## config.mk

```make
export PLATFORM = sky130hd
export DESIGN_NAME = window_sad_pipe
export DESIGN_NICKNAME = d
export VERILOG_FILES = /design/src/rtl/window_sad_pipe.sv
export SDC_FILE = /design/constraint.sdc
export NUM_CORES = 2
export LEC_CHECK = 0
export CELL_PAD_IN_SITES_DETAIL_PLACEMENT = 0
export CELL_PAD_IN_SITES_GLOBAL_PLACEMENT = 2
export CORE_MARGIN = 5
export CORE_UTILIZATION = 32
export DETAILED_ROUTE_END_ITERATION = 10
export PLACE_DENSITY_LB_ADDON = 0.1
export SYNTH_ARGS = -nofsm -noshare
export SYNTH_HDL_FRONTEND = slang
export SYNTH_SLANG_ARGS = --single-unit
```

## constraint.sdc

```tcl
create_clock -name i_clk -period 3.6 [get_ports i_clk]
set_input_delay 0.54 -clock i_clk [delete_from_list [all_inputs] [get_ports i_clk]]
set_output_delay 0.54 -clock i_clk [all_outputs]
set_load 0.02 [all_outputs]
```

## src/rtl/window_sad_pipe.sv

```systemverilog
// Three-stage sum-of-absolute-differences pipeline over a WIN x WIN window pair.
// Define WSAD_TRUNC_EN to clip each per-pixel |l-r| at TRUNC before summation.
module window_sad_pipe #(
    parameter int WIN   = 5,
    parameter int DW    = 8,
    parameter int TRUNC = 32
) (
    input  logic                          i_clk,
    input  logic                          i_rst_n,
    input  logic                          i_valid,
    output logic                          o_ready,
    input  logic                          i_last,
    input  logic [WIN*WIN*DW-1:0]         i_vector_l,
    input  logic [WIN*WIN*DW-1:0]         i_vector_r,
    output logic                          o_valid,
    input  logic                          i_ready,
    output logic [DW+$clog2(WIN*WIN)-1:0] o_sad,
    output logic [DW-1:0]                 o_center,
    output logic                          o_last
);
    localparam int N  = WIN * WIN;
    localparam int RW = DW + $clog2(WIN);
    localparam int SW = DW + $clog2(N);
    localparam int CI = (WIN / 2) * WIN + WIN / 2;
    localparam logic [DW-1:0] TRUNC_DW = DW'(TRUNC);
`ifdef WSAD_TRUNC_EN
    localparam bit CLIP = 1'b1;
`else
    localparam bit CLIP = 1'b0;
`endif

    // Handshake: a transfer happens on a rising edge where valid and ready are both
    // high; the whole pipe freezes only while an output is waiting on downstream.
    logic stall;
    assign stall   = o_valid & ~i_ready;
    assign o_ready = ~stall;

    logic          v1, v2;
    logic [DW-1:0] ad_d  [N];
    logic [DW-1:0] ad_q  [N];
    logic [RW-1:0] row_d [WIN];
    logic [RW-1:0] row_q [WIN];
    logic [SW-1:0] total_d;
    logic [DW-1:0] c1, c2;
    logic          l1, l2;

    function automatic logic [DW-1:0] abs_diff(input logic [DW-1:0] a, input logic [DW-1:0] b);
        return (a > b) ? a - b : b - a;
    endfunction

    always_comb begin
        for (int i = 0; i < N; i++) begin
            ad_d[i] = abs_diff(i_vector_l[i*DW +: DW], i_vector_r[i*DW +: DW]);
            if (CLIP && (ad_d[i] > TRUNC_DW)) ad_d[i] = TRUNC_DW;
        end
    end

    always_comb begin
        for (int r = 0; r < WIN; r++) begin
            row_d[r] = '0;
            for (int c = 0; c < WIN; c++) begin
                row_d[r] = row_d[r] + RW'(ad_q[r*WIN + c]);
            end
        end
    end

    // Row sums are at most WIN*(2^DW-1), so SW bits never overflow.
    always_comb begin
        total_d = '0;
        for (int r = 0; r < WIN; r++) begin
            total_d = total_d + SW'(row_q[r]);
        end
    end

    always_ff @(posedge i_clk or negedge i_rst_n) begin
        if (!i_rst_n) begin
            v1       <= 1'b0;
            v2       <= 1'b0;
            o_valid  <= 1'b0;
            ad_q     <= '{default: '0};
            row_q    <= '{default: '0};
            c1       <= '0;
            c2       <= '0;
            l1       <= 1'b0;
            l2       <= 1'b0;
            o_sad    <= '0;
            o_center <= '0;
            o_last   <= 1'b0;
        end else if (!stall) begin
            v1      <= i_valid;
            ad_q    <= ad_d;
            c1      <= i_vector_l[CI*DW +: DW];
            l1      <= i_last;
            v2      <= v1;
            row_q   <= row_d;
            c2      <= c1;
            l2      <= l1;
            o_valid <= v2;
            // Output registers only move on a real result so they hold across bubbles.
            if (v2) begin
                o_sad    <= total_d;
                o_center <= c2;
                o_last   <= l2;
            end
        end
    end
endmodule

```

==> results.sh <==
# physical design summary
export IMPL_tool_warnings=211
export IMPL_synth_cells=3913
export IMPL_synth_area_leader_cell="dfrtp_1"
export IMPL_path_clk_slew_ns=0.06
export IMPL_route_detailed_drc=0
export IMPL_required_ns=4.05
export IMPL_synth_distinct_cells=54
export IMPL_syn_nets=4959
export IMPL_initial_core_util=0.3233
export IMPL_run_status="finished clean"
export IMPL_globalplace_congestion=0.8244
export IMPL_io_pins=429
export IMPL_grt_pass1_wl_mm=151.6
export IMPL_powerDensity_nw_per_um2=1159
export IMPL_drv_cap=0
export IMPL_critPathMaxStageDelay_ns=0.56
export IMPL_ff_type="dfrtp_1"
export IMPL_dieWidth_um=334.0
export IMPL_place_ws_ns=-0.01098
export IMPL_grt_max_degree=199
export IMPL_avgSynthCellArea_um2=8.587
export IMPL_yosys_stat_area_um2=33600
export IMPL_clock_latency_ns=0.56
export IMPL_fin_ws_ns=0.07300
export IMPL_synthMostInstantiatedCell="inv_1"
export IMPL_cp_max_fo=3
export IMPL_postRouteAntennaNets=0
export IMPL_cp_num_buf_inv=4
export IMPL_overflow=0
power breakdown:
group          switching (mW)  internal, mW  total [mW]
clock                    1.61          2.62        4.22
combinational            19.8          17.3        37.1
sequential              0.894          5.01        5.90
total                    22.3          24.9        47.3
worst max path at each step:
stage	to	slack, ns
final	row_q[7]$_DFFE_PN0N_	0.07
after CTS	row_q[51]$_DFFE_PN0N_	0.004
after detailed placement	row_q[29]$_DFFE_PN0N_	-0.01
after floorplan	o_sad[11]$_DFFE_PN0P_	0.09
after global routing	row_q[51]$_DFFE_PN0N_	-0.10
after global placement	row_q[6]$_DFFE_PN0N_	0.02
layout make-up:
class | instances | area, um^2
diodes | 3 | 7.507
multi-input cells | 2641 | 22380
fillers | 10850 | 63160
flip-flops and latches | 298 | 7457
clock buffers | 57 | 1166
clock inverters | 17 | 222.7
well taps | 1380 | 1727
repair buffers | 491 | 4828
inverters | 795 | 2992
cells in the final DEF, fill, tap and decap left out, types with 12 or more instances in the layout:
| master | instances |
|---|---|
| inv_1 | 777 |
| ha_1 | 434 |
| clkdlybuf4s50_1 | 427 |
| a21oi_1 | 332 |
| dfrtp_1 | 298 |
| nand2_1 | 240 |
| nor2_1 | 233 |
| fa_1 | 190 |
| o21ai_0 | 174 |
| mux2i_1 | 174 |
| a21o_1 | 122 |
| xnor2_1 | 116 |
| a31oi_1 | 96 |
| a211oi_1 | 67 |
| nand4_1 | 61 |
| xor2_1 | 59 |
| buf_4 | 57 |
| nand3b_1 | 54 |
| clkbuf_16 | 41 |
| a311oi_1 | 32 |
| o21bai_1 | 26 |
| o21ai_1 | 22 |
| inv_2 | 17 |
| and3_1 | 16 |
| mux2_2 | 15 |
| o22a_1 | 12 |
| o22ai_4 | 12 |
per-layer routing:
layer	routed length, um	share of wire	vias up	GRT usage
met5	27	0.00028	-	0
met4	1158	0.012	4	0.02807
met3	3589	0.038	70	0.02502
met2	44500	0.47	386	0.2789
met1	45730	0.48	12640	0.2298
li1	-	-	13590	-
state kept, by name, indices dropped and copies added (netlist names):
name / cells
l2: 1
c2: 8
o_sad: 13
o_last: 1
l1: 1
v2: 1
o_valid: 1
o_center: 8
c1: 8
row_q: 55
ad_q: 200
v1: 1
timing repair:
item	4_1_cts	5_1_grt
setup buffers	5	10
pin swaps	5	58
setup endpoints to repair	7	31
hold buffers	0	0
gates cloned	0	0
resized	5	81
logic make-up after synthesis:
logic type | Yosys count
buffers and inverters | 974
multiplexers | 191
XOR/XNOR | 177
adder cells (fa/ha/maj) | 641
AND/OR/NAND/NOR | 652
AND-OR/OR-AND | 980
flip-flops | 298
metrics by stage:
step                      hold WS (ns)  area, um^2  utilization  std cells  setup TNS, ns
after floorplan                 0.2444       33600            -       3913              0
final                          0.02039       40780       0.3923       5682              0
after global routing           0.04421       40780       0.3923       5681        -0.6284
after global placement          0.4512       39030       0.3755       5591              0
after detailed placement        0.4544       39030       0.3755       5591       -0.01713
after CTS                      0.01923       40480       0.3894       5670              0
==> images/congestion.png <==
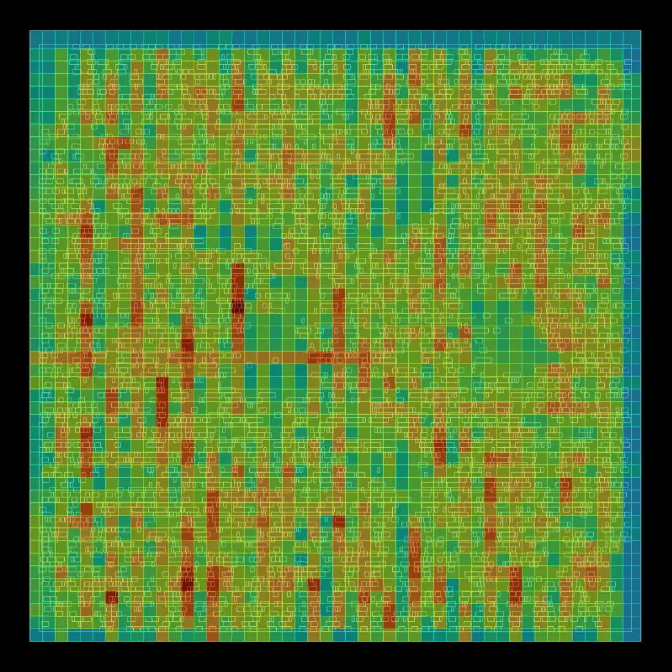
M1 GR Usage: 0.2298
GR Util met2: 0.2789

==> images/flops_by_reg.png <==
Other sequential cells in the stronger gray, the rest of the logic in the fainter gray.
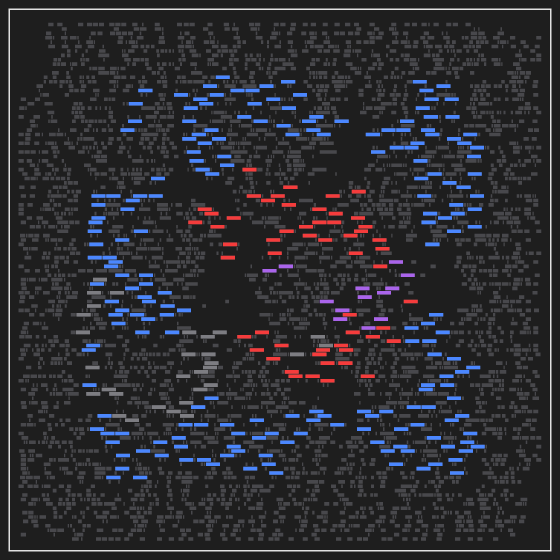
| signal | color | flops |
|---|---|---|
| o_sad | purple | 13 |
| row_q | red | 55 |
| ad_q | blue | 200 |

Power figures rest on the tool's default switching activity, not on a simulated workload.
